$ cat src/rtl/alu_sequencer.sv
// Issue-side controller: one instruction per valid/ready handshake, drives the ALU, registers result/flags, resolves jumps, latches HLT.
// Latency: accept in N, ALU driven in N+1, write-back/branch/illegal strobes in N+2, next accept in N+3 (one instruction per 3 cycles).
// Backpressure: in_ready is high only in IDLE; it drops in EXEC and DONE, and stays low after HLT until reset.
module alu_sequencer #(
    parameter int BITS_DATA = 32,
    parameter int BITS_REG  = 4,
    parameter int BITS_ADDR = 16
) (
    input  logic                 clk,
    input  logic                 rst_n,
    input  logic                 in_valid,
    output logic                 in_ready,
    input  logic [4:0]           in_opcode,
    input  logic [BITS_DATA-1:0] in_a,
    input  logic [BITS_DATA-1:0] in_b,
    input  logic [BITS_REG-1:0]  in_dest,
    input  logic [BITS_ADDR-1:0] in_target,
    output logic [4:0]           alu_opcode,
    output logic [BITS_DATA-1:0] alu_a,
    output logic [BITS_DATA-1:0] alu_b,
    input  logic [BITS_DATA-1:0] alu_result,
    input  logic                 alu_c,
    input  logic                 alu_s,
    input  logic                 alu_o,
    input  logic                 alu_z,
    output logic                 wb_valid,
    output logic [BITS_REG-1:0]  wb_dest,
    output logic [BITS_DATA-1:0] wb_data,
    output logic                 br_valid,
    output logic                 br_taken,
    output logic [BITS_ADDR-1:0] br_target,
    output logic [3:0]           flags,
    output logic                 illegal,
    output logic                 halted
);

    // Opcode encodings shared with the ALU.
    localparam logic [4:0] OP_NOP = 5'd0;
    localparam logic [4:0] OP_NOT = 5'd1;
    localparam logic [4:0] OP_AND = 5'd2;
    localparam logic [4:0] OP_OR  = 5'd3;
    localparam logic [4:0] OP_XOR = 5'd4;
    localparam logic [4:0] OP_NEG = 5'd5;
    localparam logic [4:0] OP_ADD = 5'd6;
    localparam logic [4:0] OP_SUB = 5'd7;
    localparam logic [4:0] OP_MUL = 5'd8;
    localparam logic [4:0] OP_DIV = 5'd9;
    localparam logic [4:0] OP_MOD = 5'd10;
    localparam logic [4:0] OP_LD  = 5'd11;
    localparam logic [4:0] OP_STR = 5'd12;
    localparam logic [4:0] OP_JMP = 5'd13;
    localparam logic [4:0] OP_JC  = 5'd14;
    localparam logic [4:0] OP_JS  = 5'd15;
    localparam logic [4:0] OP_JO  = 5'd16;
    localparam logic [4:0] OP_JZ  = 5'd17;
    localparam logic [4:0] OP_HLT = 5'd18;

    typedef enum logic [1:0] {
        S_IDLE = 2'd0,
        S_EXEC = 2'd1,
        S_DONE = 2'd2,
        S_HALT = 2'd3
    } state_t;

    state_t r_state;
    state_t w_next_state;

    // Latched instruction fields.
    logic [4:0]           r_opcode;
    logic [BITS_DATA-1:0] r_a;
    logic [BITS_DATA-1:0] r_b;
    logic [BITS_REG-1:0]  r_dest;
    logic [BITS_ADDR-1:0] r_target;

    // Registered outputs.
    logic                 r_wb_valid;
    logic [BITS_REG-1:0]  r_wb_dest;
    logic [BITS_DATA-1:0] r_wb_data;
    logic                 r_br_valid;
    logic                 r_br_taken;
    logic [BITS_ADDR-1:0] r_br_target;
    logic [3:0]           r_flags;
    logic                 r_illegal;

    // Decode of the latched opcode.
    logic w_is_alu;
    logic w_is_jump;
    logic w_is_nop;
    logic w_is_hlt;
    logic w_jump_cond;
    logic w_handshake;

    assign w_handshake = in_valid && (r_state == S_IDLE);

    // Classify the latched opcode and evaluate the jump condition against the flag register.
    always_comb begin
        w_is_alu    = 1'b0;
        w_is_jump   = 1'b0;
        w_is_nop    = 1'b0;
        w_is_hlt    = 1'b0;
        w_jump_cond = 1'b0;
        case (r_opcode)
            OP_NOT, OP_AND, OP_OR, OP_NEG, OP_ADD, OP_SUB: w_is_alu = 1'b1;
            OP_JMP: begin w_is_jump = 1'b1; w_jump_cond = 1'b1;       end
            OP_JC:  begin w_is_jump = 1'b1; w_jump_cond = r_flags[3]; end
            OP_JS:  begin w_is_jump = 1'b1; w_jump_cond = r_flags[2]; end
            OP_JO:  begin w_is_jump = 1'b1; w_jump_cond = r_flags[1]; end
            OP_JZ:  begin w_is_jump = 1'b1; w_jump_cond = r_flags[0]; end
            OP_NOP: w_is_nop = 1'b1;
            OP_HLT: w_is_hlt = 1'b1;
            // XOR, MUL, DIV, MOD, LD, STR and undefined codes fall through as illegal.
            default: ;
        endcase
    end

    // State register.
    always_ff @(posedge clk) begin
        if (!rst_n) begin
            r_state <= S_IDLE;
        end else begin
            r_state <= w_next_state;
        end
    end

    // Next-state logic; HALT is only left through reset.
    always_comb begin
        w_next_state = r_state;
        case (r_state)
            S_IDLE: if (w_handshake) w_next_state = S_EXEC;
            S_EXEC: w_next_state = w_is_hlt ? S_HALT : S_DONE;
            S_DONE: w_next_state = S_IDLE;
            S_HALT: w_next_state = S_HALT;
            default: w_next_state = S_IDLE;
        endcase
    end

    // Capture the instruction fields on the accepting edge.
    always_ff @(posedge clk) begin
        if (!rst_n) begin
            r_opcode <= OP_NOP;
            r_a      <= '0;
            r_b      <= '0;
            r_dest   <= '0;
            r_target <= '0;
        end else if (w_handshake) begin
            r_opcode <= in_opcode;
            r_a      <= in_a;
            r_b      <= in_b;
            r_dest   <= in_dest;
            r_target <= in_target;
        end
    end

    // Retire at the end of EXEC: write-back, flags, branch or illegal; strobes last one cycle.
    always_ff @(posedge clk) begin
        if (!rst_n) begin
            r_wb_valid  <= 1'b0;
            r_wb_dest   <= '0;
            r_wb_data   <= '0;
            r_br_valid  <= 1'b0;
            r_br_taken  <= 1'b0;
            r_br_target <= '0;
            r_flags     <= '0;
            r_illegal   <= 1'b0;
        end else begin
            r_wb_valid <= 1'b0;
            r_br_valid <= 1'b0;
            r_br_taken <= 1'b0;
            r_illegal  <= 1'b0;
            if (r_state == S_EXEC) begin
                if (w_is_alu) begin
                    // Only legal ALU ops sample the ALU, so undefined ALU outputs never reach state.
                    r_wb_valid <= 1'b1;
                    r_wb_dest  <= r_dest;
                    r_wb_data  <= alu_result;
                    r_flags    <= {alu_c, alu_s, alu_o, alu_z};
                end else if (w_is_jump) begin
                    r_br_valid  <= 1'b1;
                    r_br_taken  <= w_jump_cond;
                    r_br_target <= r_target;
                end else if (!w_is_nop && !w_is_hlt) begin
                    r_illegal <= 1'b1;
                end
            end
        end
    end

    // The ALU sees the instruction only during EXEC and is parked on NOP otherwise.
    always_comb begin
        alu_opcode = OP_NOP;
        alu_a      = '0;
        alu_b      = '0;
        if (r_state == S_EXEC) begin
            alu_opcode = r_opcode;
            alu_a      = r_a;
            alu_b      = r_b;
        end
    end

    assign in_ready  = (r_state == S_IDLE);
    assign halted    = (r_state == S_HALT);
    assign wb_valid  = r_wb_valid;
    assign wb_dest   = r_wb_dest;
    assign wb_data   = r_wb_data;
    assign br_valid  = r_br_valid;
    assign br_taken  = r_br_taken;
    assign br_target = r_br_target;
    assign flags     = r_flags;
    assign illegal   = r_illegal;

endmodule

$ cat config.mk
export PLATFORM = sky130hd
export DESIGN_NAME = alu_sequencer
export DESIGN_NICKNAME = d
export VERILOG_FILES = /design/src/rtl/alu_sequencer.sv
export SDC_FILE = /design/constraint.sdc
export NUM_CORES = 1
export LEC_CHECK = 0
export CORE_MARGIN = 3
export CORE_UTILIZATION = 33
export CTS_CLUSTER_SIZE = 20
export DETAILED_ROUTE_END_ITERATION = 6
export PLACE_DENSITY = 0.67
export SYNTH_ARGS = -nofsm -noshare
export SYNTH_HDL_FRONTEND = slang
export SYNTH_SLANG_ARGS = --single-unit
$ cat constraint.sdc
create_clock -name clk -period 1.4 [get_ports clk]
set_input_delay 0.14 -clock clk [delete_from_list [all_inputs] [get_ports clk]]
set_output_delay 0.14 -clock clk [all_outputs]
set_load 0.02 [all_outputs]
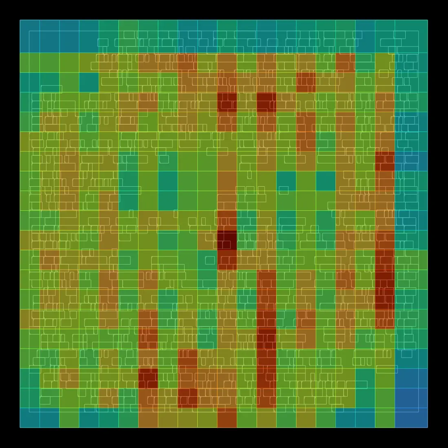
run_1/final_congestion.png
WL/cell: 16.4 µm
met1 usage: 0.217
gr busiest metal: met2
met2 Use GR: 0.291

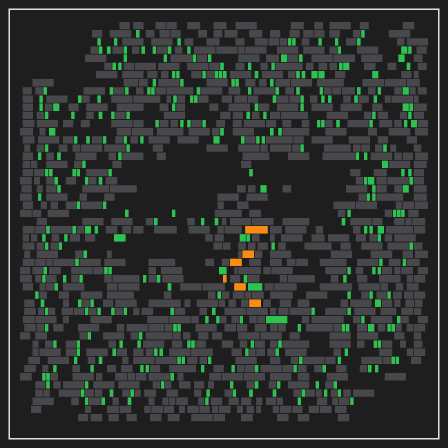
run_1/gate_families.png
- orange: NOR gates (cells 6; where middle)
- green: NAND gates (cells 297; where spread over the die)
Comb area share: 0.287
most used logic cell in the final layout: nand2_1
Finished Layout Cells: 1263

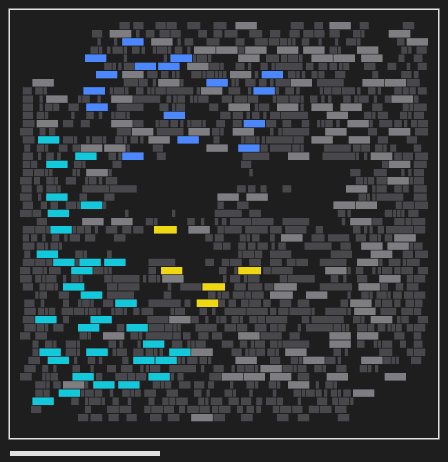
run_1/registers.png
Scale bar: 50 µm. Other sequential cells in the stronger grey, the rest of the logic in the fainter grey.
- cyan: `r_a` (placed flops 32)
- yellow: `r_opcode` (placed flops 5; where middle)
- blue: `r_target` (placed flops 16)
Storage cell area: 3030 µm²
flop share of the area: 0.288
sequential power: 4.60 mW

==> run summary, run 1 <==
FP Core Util: 0.339
Max rail drop VDD: 0.795 mV
tool warning count: 28
Setup Skew: 0.00890 ns
CP max-delay cell: or4_4
Fin Setup TNS: -27.68 ns
antenna fix cells: 0
clock share of power: 0.442
CTS Buf Count: 17
vias: 5836
GRT overflow: 0
syn avg cell area: 8.29 µm²
Synth Warn #: 0
Top power group: the clock network
Comb group: 1.61 mW
Sw Share: 0.235
final antenna-violating net count: 0
CP delay by family, top: simple AND/OR/NAND/NOR gates
die area: 20300 µm²
Worst-path clk slew: 0.06 ns
CP endpoint kind: flop
crit-path max FO: 8
Core ar.: 18100 µm²
Post-CTS Setup Inserts: 2
Seq pwr share: 0.413
CTS tree: done
DP HPWL: 13.0 mm
CTS Hold Bufs: 0
Fin. Hold Viols: 0
Root Buffer: clkbuf_16
most common logic cells in the final layout: nand2_1, dfxtp_1, clkdlybuf4s50_1
final worst setup slack: -0.308 ns
HP Class: input pin to flop
pre-CTS WS: -0.269 ns
Lkg Pwr: 4.70 nW
Clock Latency Late Sink: 0.42 ns
top_reg_cell synth: dfxtp_1
Worst EP arrival: 2.01 ns
# DRC: 0
Clock Path Buffers: 2
GP Congestion: 0.786
WL final: 20.7 mm
final setup violation count: 127
Worst EP required: 1.70 ns
Unique masters post-synth: 24
register bit total from synthesis: 151
antenna violations before repair: 0
nature of the critical path startpoint: flop
sum of buffers and inverters on the critical path: 2
post-synthesis async set-or-reset flop share: 0
Max stage delay on crit path: 0.64 ns
status: finished, violations left
Starting DRT DRC Count: 299
RSZ-0062 raised after global routing: yes
CTS Sinks: 151
largest net degree at the start of global routing: 59
num rows: 49
chip height: 143 µm
die x size: 143 µm
P_clk: 4.93 mW
fin crit period: 1.71 ns
IO Port Bufs: 258
# IOs: 259
Slew HR: 0.679
cycle use final: 1.22
Cell Area, Synth: 6150 µm²
vias in the first global route: 5388
Power Total: 11.1 mW
register area share after synthesis: 0.491
placed insts: 1208
crit path cell chain: buf_6 -> nand2b_4 -> or4_4 -> clkbuf_16 -> nand2_1 -> a21boi_1
Worst Tran Pin Value: 0.482 ns
net count after synthesis: 870
via density per instance: 4.62
share of cells above drive strength 1: 0.206
Hold Slack: 0.0419 ns
yosys cell count: 742
max cap viols: 0
CP Class: flop to flop
failing checks: setup timing
Gate power share: 0.145
Final nets: 1150
PD cells: 1060 nW/µm²
GR Util All Layers: 0.176
first-pass GRT wire length: 28.3 mm
First-pass DRT Iterations: 4
switching pwr: 2.62 mW
yosys stat area: 6150 µm²
Max Fclk: 585 MHz
[run 1: cell usage after synthesis (2+ instances only)]
| cell type | n | area (µm²) |
|---|---|---|
| nand2_1 | 294 | 1100 |
| a21boi_0 | 89 | 668 |
| inv_1 | 2 | 7.51 |
| o2111ai_1 | 2 | 17.5 |
| clkbuf_1 | 32 | 120 |
| and2_1 | 72 | 450 |
| buf_4 | 3 | 22.5 |
| a21oi_1 | 3 | 15.0 |
| nor2_1 | 5 | 18.8 |
| mux2i_1 | 18 | 180 |
| buf_2 | 16 | 80.1 |
| buf_6 | 5 | 56.3 |
| a21boi_1 | 40 | 300 |
| dfxtp_1 | 151 | 3020 |
[run 1: layout make-up]
class                           count  area [µm²]
Clock buffer                       20         467
Clock inverter                     11         171
Tap cell                          229         287
Timing Repair Buffer              317        3530
Sequential cell                   151        3030
Fill cell                        1655        7650
Inverter                            2        7.51
Multi-Input combinational cell    533        3010
[run 1: kinds of logic (layout without fill, tap and decap cells)]
kind of cell / after synthesis / count (layout) / synth area share
simple gates: 378 / 378 / 0.266
flops: 151 / 151 / 0.491
buf+inv: 58 / 350 / 0.0466
mux: 18 / 18 / 0.0293
compound gates: 137 / 137 / 0.167
[run 1: path summary, 6_finish.rpt]
check / slack [ns] / end / cells past startpoint / startpoint
max: -0.31 / wb_data[9] / 6 / r_state[1]
min: 0.04 / r_state[1] / 2 / rst_n
max reg2reg: -0.31 / wb_data[9] / 6 / r_state[1]
min reg2reg: 0.45 / r_a[25] / 2 / r_a[25]
[run 1: routing by layer]
| layer | up-vias | GRT usage | share of wire |
|---|---|---|---|
| li1 | 2933 | - | - |
| met1 | 2690 | 0.217 | 0.42 |
| met2 | 192 | 0.291 | 0.49 |
| met3 | 21 | 0.0618 | 0.071 |
| met4 | 0 | 0.0525 | 0.015 |
| met5 | - | 0 | 0 |
run_1/metal_stack.png
Scale bar: 50 µm. Only two layers are drawn.
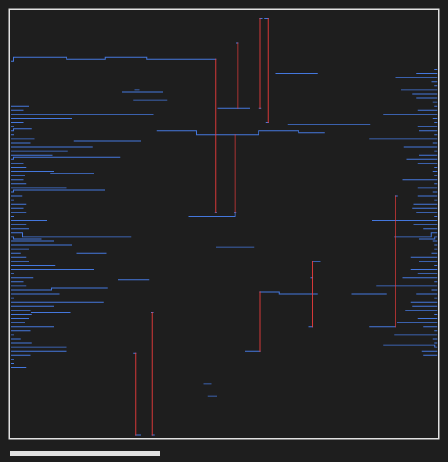

## Run 2: what changed since run 1
SKIP_CTS_REPAIR_TIMING = 1   (was default)
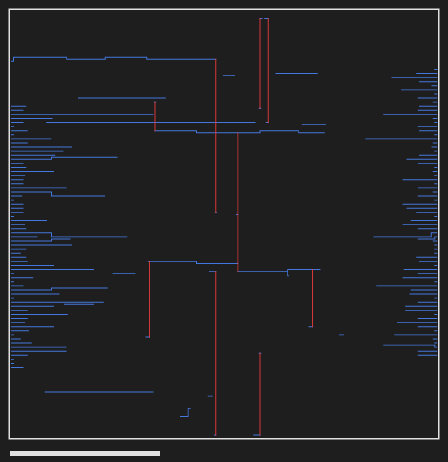
run_2/metal_stack.png
Scale bar: 50 µm. Only two layers are drawn.
- blue: met3 (wire length 1500 µm)
- red: met4 (wire length 297 µm)
vias: 5795
WL/cell: 16.2 µm
GR Util All Layers: 0.175
WL final: 20.4 mm

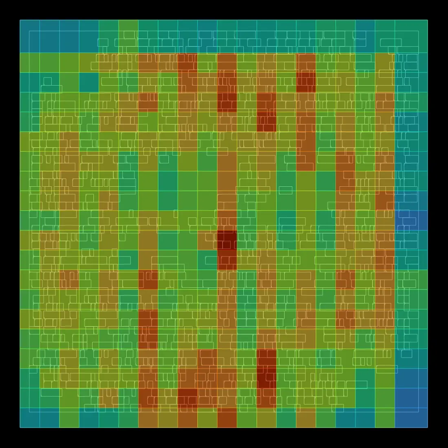
run_2/final_congestion.png
met3 GRT Util: 0.0612
met2 Use GR: 0.287

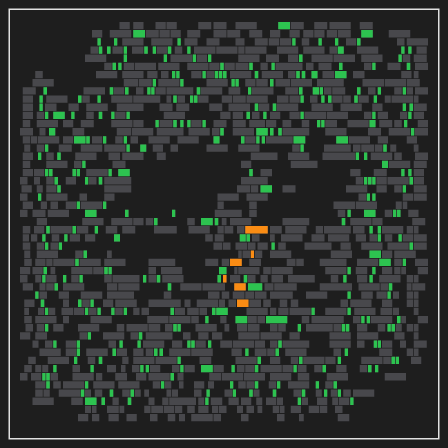
run_2/gate_families.png
- orange: NOR gates (cells 6; where middle)
- green: NAND gates (cells 297; where spread over the die)
Comb area share: 0.302
Finished Layout Cells: 1261

==> run 2 against run 1 <==
  * The flow still finishes with violations (setup timing)
  * Global-route usage shrank 0.098 points
  * Synthesized area did not move
  * Fmax grew 2.2%
  * Via count is 0.70% lower
  * Core utilization decreased by 0.096 points
  * First-iteration DRC count down 6.7%
  * Clock power about the same
  * Clock skew is 0.0019 ns lower
  * Worst hold slack got worse by 0.0019 ns
  * Largest cell class unchanged
  * Highest routed layer unchanged
==> run summary, run 2 <==
Synth Warn #: 0 (unchanged)
register-to-register setup slack: -0.27 ns (+0.04 ns)
share of cells above drive strength 1: 0.221 (+0.0149)
hold_sp: rst_n
register area share after synthesis: 0.491 (unchanged)
largest net degree at the start of global routing: 59 (unchanged)
reg2reg end: wb_data[19]
Synth area leaders: dfxtp_1, nand2_1, a21boi_0
most common logic cells in the final layout: nand2_1, dfxtp_1, clkdlybuf4s50_1
Fin. Hold Viols: 0 (unchanged)
Lkg Pwr: 5.16 nW (+9.8%)
First-pass DRT Iterations: 5 (+1)
CP endpoint: wb_data[19]
yosys cell count: 742 (unchanged)
Max Fclk: 598 MHz (+2.2%)
top_reg_cell synth: dfxtp_1
Synth top cells by count: nand2_1, dfxtp_1, a21boi_0
Worst EP required: 1.71 ns (about the same)
CP endpoint kind: flop
Hold Crit Depth: 2 (unchanged)
area share, top type: 0.491 (unchanged)
max cap viols: 0 (unchanged)
syn avg cell area: 8.29 µm² (unchanged)
Final nets: 1148 (-0.17%)
final worst setup slack: -0.272 ns (+0.0366 ns)
CP Class: flop to flop
yosys stat area: 6150 µm² (unchanged)
status: finished, violations left
critical path depth: 7 (+1)
antenna violations before repair: 0 (unchanged)
die area: 20300 µm² (unchanged)
final setup violation count: 220 (+73%)
RSZ-0062 raised after global routing: yes
# IOs: 259 (unchanged)
GP Congestion: 0.786 (unchanged)
reg2reg start: r_state[1]
FP Core Util: 0.339 (unchanged)
tool warning count: 27 (-3.6%)
CTS Sinks: 151 (unchanged)
post-synthesis async set-or-reset flop share: 0 (unchanged)
cell with the most instances after synthesis: nand2_1
CTS Buf Count: 17 (unchanged)
Clock Latency Late Sink: 0.42 ns (about the same)
vias in the first global route: 5338 (-0.93%)
Core ar.: 18100 µm² (unchanged)
Starting DRT DRC Count: 279 (-6.7%)
chip height: 143 µm (unchanged)
Root Buffer: clkbuf_16
nature of the critical path startpoint: flop
most used logic cell in the final layout: nand2_1
cycle use final: 1.19 (-0.0261)
Max rail drop VDD: 0.803 mV (+0.95%)
num rows: 49 (unchanged)
Power Total: 11.2 mW (+0.12%)
CTS tree: done
die x size: 143 µm (unchanged)
failing checks: setup timing
Cell Area, Synth: 6150 µm² (unchanged)
CP delay by family, top: simple AND/OR/NAND/NOR gates
antenna fix cells: 0 (unchanged)
crit path cell chain: buf_4 -> buf_6 -> nand2b_4 -> or4_4 -> clkbuf_16 -> nand2_2 -> a21boi_1
via density per instance: 4.60 (-0.55%)
net count after synthesis: 870 (unchanged)
crit-path max FO: 6 (-2)
Clock Path Buffers: 2 (unchanged)
HP Class: input pin to flop
Worst-path clk slew: 0.06 ns (about the same)
register bit total from synthesis: 151 (unchanged)
Worst Tran Pin Value: 0.471 ns (-0.0100 ns)
Slew HR: 0.686 (+0.00670)
Hold EP: r_state[1]
CP max-delay cell: or4_4
fin crit period: 1.67 ns (-0.0366 ns)
Worst EP arrival: 1.98 ns (-0.03 ns)
Crit. Startpoint: r_state[1]
worst r2r path cells: 7 (+1)
DP HPWL: 13.0 mm (unchanged)
Hold Slack: 0.0400 ns (-0.00186 ns)
GRT overflow: 0 (unchanged)
post-synth top area cell: dfxtp_1
IO Port Bufs: 258 (unchanged)
Max stage delay on crit path: 0.53 ns (-0.11 ns)
PD cells: 1060 nW/µm² (+0.28%)
final antenna-violating net count: 0 (unchanged)
Setup Skew: 0.00695 ns (-0.00195 ns)
==> run 2: cell counts after synthesis <==
No cell type changed its count.
==> run 2: where the power goes <==
| group | internal, mW | switching (mW) | total [mW] | leakage, nW |
|---|---|---|---|---|
| clock network | 3.12 | 1.81 | 4.93 | 0.308 |
| registers | 4.49 | 0.108 | 4.60 | 1.23 |
| logic | 0.896 | 0.721 | 1.62 | 3.62 |
| total | 8.51 | 2.64 | 11.2 | 5.16 |
==> run 2: cells by family after synthesis <==
family / after synthesis / share of synthesized area
muxes: 18 / 0.0293
AOI/OAI and AO/OA: 137 / 0.167
DFF: 151 / 0.491
buffers and inverters: 58 / 0.0466
and+or+nand+nor: 378 / 0.266
==> run 2: layer usage <==
metal  part of all wire  GRT usage  vias up
met5                  0          0        -
met4              0.015     0.0515        0
met3              0.073     0.0612       20
met2               0.48      0.287      179
met1               0.43      0.219     2662
li1                   -          -     2934
==> run 2: per-stage QoR <==
step	area [µm²]	utilization	cells	setup WS, ns	TNS, ns
floorplan	6170	-	742	0.00123	0
CTS	9840	0.542	1239	-0.725	-60.68
global route	10500	0.578	1261	-0.324	-54.46
global placement	9200	0.507	1208	-0.254	-19.70
finish	10500	0.578	1261	-0.272	-40.24
detailed placement	9200	0.507	1208	-0.269	-20.78
==> run 2: layout make-up <==
| class | instances | area, µm² |
|---|---|---|
| clock inverter | 11 | 171 |
| timing repair buffer | 315 | 3360 |
| multi-input combinational | 533 | 3160 |
| clock buffer | 20 | 467 |
| inverter | 2 | 7.51 |
| sequential | 151 | 3030 |
| tap | 229 | 287 |
| fill | 1667 | 7660 |
run_2/cell_classes.png
Scale bar: 50 µm.
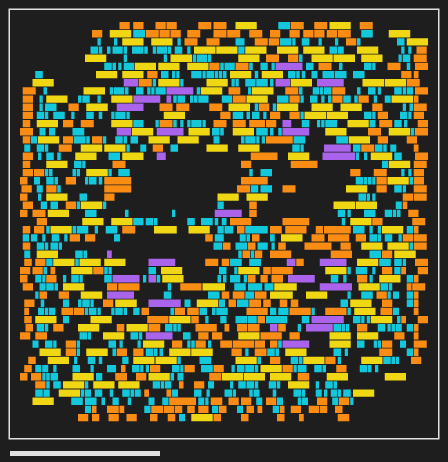

## Run 3: what changed since run 2
CORE_MARGIN = 2   (was 3)
CORE_UTILIZATION = 39   (was 33)
HOLD_SLACK_MARGIN = 0.05   (was default)
PLACE_DENSITY = 0.77   (was 0.67)
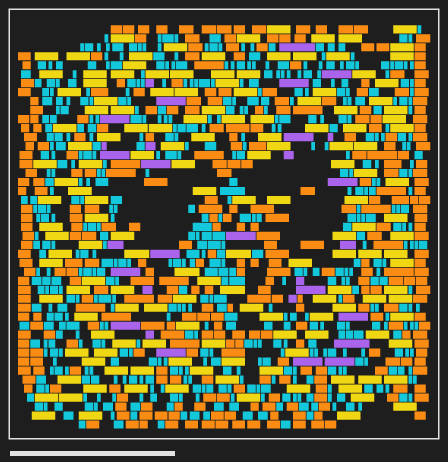
run_3/cell_classes.png
Scale bar: 50 µm.
- purple: clock drivers and dummy loads (cells 30; share of their area 5.6%)
- yellow: flip-flops (cells 151; share of their area 29%)
- cyan: all other logic (cells 536; share of their area 29%)
- orange: other buffers and delay cells (cells 327; share of their area 36%)
Core ar.: 15300 µm²
flop share of the area: 0.284
cell area after layout: 10700 µm²

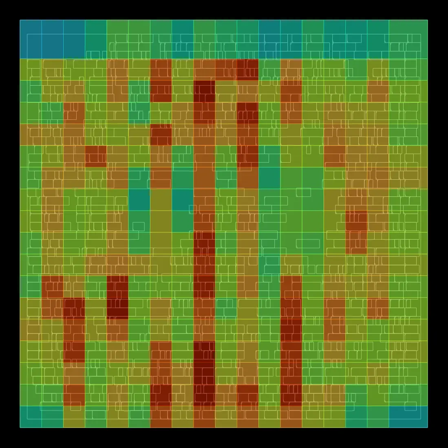
run_3/final_congestion.png
met1 usage: 0.240
met3 GRT Util: 0.0632
GR Util All Layers: 0.203
WL/cell: 16.6 µm

==> run 3 against run 2 <==
  * Core utilization increased by 12 points
  * Fmax fell by 2.2%
  * Cell area up 1.7%
  * Final cell count fell by 0.48%
  * Critical path type is now flop to output pin
  * Clock power down 8.7%
  * The flow still finishes with violations (setup timing)
  * Highest routed layer unchanged
  * Non-clock buffer count rose by 12
  * Synthesized area is the same
  * Worst hold slack improved by 0.11 ns
==> run summary, run 3 <==
RSZ-0062 raised after global routing: yes
CP delay by family, top: buffers and inverters
Fin Setup TNS: -29.31 ns (+10.93 ns)
CP endpoint kind: output pin
GP Congestion: 0.806 (+2.5%)
Worst EP arrival: 1.57 ns (-0.41 ns)
Synth area leaders: dfxtp_1, nand2_1, a21boi_0
cell with the most instances after synthesis: nand2_1
num rows: 45 (-8.2%)
crit path cell chain: and2b_4 -> buf_12 -> clkbuf_16 -> and2_4 -> buf_6
largest net degree at the start of global routing: 54 (-8.5%)
CTS Sinks: 151 (unchanged)
register bit total from synthesis: 151 (unchanged)
antenna fix cells: 0 (unchanged)
vias in the first global route: 5385 (+0.88%)
# IOs: 259 (unchanged)
pre-CTS WS: -0.274 ns (-0.00485 ns)
most used logic cell in the final layout: nand2_1
final antenna-violating net count: 0 (unchanged)
final worst setup slack: -0.309 ns (-0.0378 ns)
GRT overflow: 0 (unchanged)
yosys stat area: 6150 µm² (unchanged)
Synth top cells by count: nand2_1, dfxtp_1, a21boi_0
Hold EP: illegal
net count after synthesis: 870 (unchanged)
HP Class: input pin to flop
FP Core Util: 0.402 (+0.0627)
reg2reg end: wb_data[4]
Setup Skew: 0.0135 ns (+0.00650 ns)
hold_sp: rst_n
fillers: 1174 (-30%)
Synth Warn #: 0 (unchanged)
cycle use final: 1.22 (+0.0270)
Root Buffer: clkbuf_16
DP HPWL: 12.1 mm (-7.1%)
failing checks: setup timing
register-to-register setup slack: -0.25 ns (+0.02 ns)
Worst Tran Pin Value: 0.388 ns (-0.0831 ns)
Worst-path clk slew: 0.06 ns (about the same)
syn avg cell area: 8.29 µm² (unchanged)
fin crit period: 1.71 ns (+0.0378 ns)
Max stage delay on crit path: 0.32 ns (-0.21 ns)
CTS Buf Count: 17 (unchanged)
chip height: 130 µm (-9.1%)
Fin. Hold Viols: 0 (unchanged)
status: finished, violations left
Cell Area, Synth: 6150 µm² (unchanged)
Clock Latency Late Sink: 0.42 ns (about the same)
tool warning count: 27 (unchanged)
Final nets: 1161 (+1.1%)
First-pass DRT Iterations: 4 (-1)
Worst EP required: 1.26 ns (-0.45 ns)
Slew HR: 0.741 (+0.0554)
Lkg Pwr: 5.24 nW (+1.6%)
die area: 16800 µm² (-17%)
CP max-delay cell: dfxtp_2
area share, top type: 0.491 (unchanged)
Clock Path Buffers: 2 (unchanged)
PD cells: 1010 nW/µm² (-4.8%)
CTS tree: done
share of cells above drive strength 1: 0.217 (-0.00350)
yosys cell count: 742 (unchanged)
WL final: 20.9 mm (+2.3%)
Hold Crit Depth: 3 (+1)
final setup violation count: 128 (-42%)
die x size: 130 µm (-9.1%)
max cap viols: 0 (unchanged)
nature of the critical path startpoint: flop
via density per instance: 4.76 (+3.6%)
post-synth top area cell: dfxtp_1
top_reg_cell synth: dfxtp_1
Max Fclk: 585 MHz (-2.2%)
antenna violations before repair: 0 (unchanged)
Starting DRT DRC Count: 316 (+13%)
Max rail drop VDD: 0.871 mV (+8.5%)
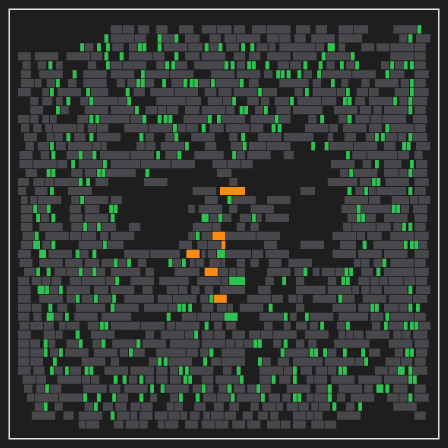
run_3/gate_families.png
- green: NAND gates (cells 297; where spread over the die)
- orange: NOR gates (cells 6; where middle)

## run 3: worst max-delay path by stage
stage	from	depth (start not counted)	to	slack, ns
2_1_floorplan	r_opcode[0]	7	flags[3]	0.001
3_3_place_gp	r_state[1]	4	alu_opcode[1]	-0.24
3_5_place_dp	r_state[1]	4	alu_b[30]	-0.27
4_1_cts	r_state[1]	4	alu_b[30]	-0.74
5_1_grt	r_state[1]	5	alu_a[4]	-0.37
6_report	r_state[1]	5	alu_b[30]	-0.31
## run 3: report_power, final
group,internal [mW],switching (mW),leakage (nW)
Sequential,4.49,0.115,1.23
Clock,2.70,1.80,0.273
Combinational,0.962,0.737,3.73
## run 3: kinds of logic after synthesis
family | after synthesis | share of synthesized area
and+or+nand+nor | 378 | 0.266
DFF | 151 | 0.491
AOI/OAI and AO/OA | 137 | 0.167
buffers and inverters | 58 | 0.0466
muxes | 18 | 0.0293
## run 3: cell type report
type	instances	area, µm²	share of cell area
multi-input cells	534	3020	0.283
flip-flops and latches	151	3030	0.284
well taps	211	264	0.0248
inverters	2	7.51	0.000704
repair buffers	327	3770	0.353
clock buffers	19	453	0.0425
clock inverters	11	126	0.0119
## run 3: through the flow
| stage | total power, mW | std cells | area (µm²) | hold WS [ns] |
|---|---|---|---|---|
| finish | 10.8 | 1255 | 10700 | 0.148 |
| global route | 11.2 | 1255 | 10700 | 0.161 |
| CTS | 10.5 | 1219 | 9720 | 0.127 |
| detailed placement | 6.04 | 1189 | 9140 | 0.441 |
| global placement | 6.02 | 1189 | 9140 | 0.436 |
| floorplan | 5.28 | 742 | 6170 | 0.277 |
## run 3: per-layer routing
metal  global-route usage  vias up  wire (µm)
li1                     -     2966          -
met1                0.240     2737       8870
met2                0.343      234      10000
met3               0.0632       39       1400
met4               0.0835        0        567
met5                    0        -          0
Power and IR drop assume default switching activity.
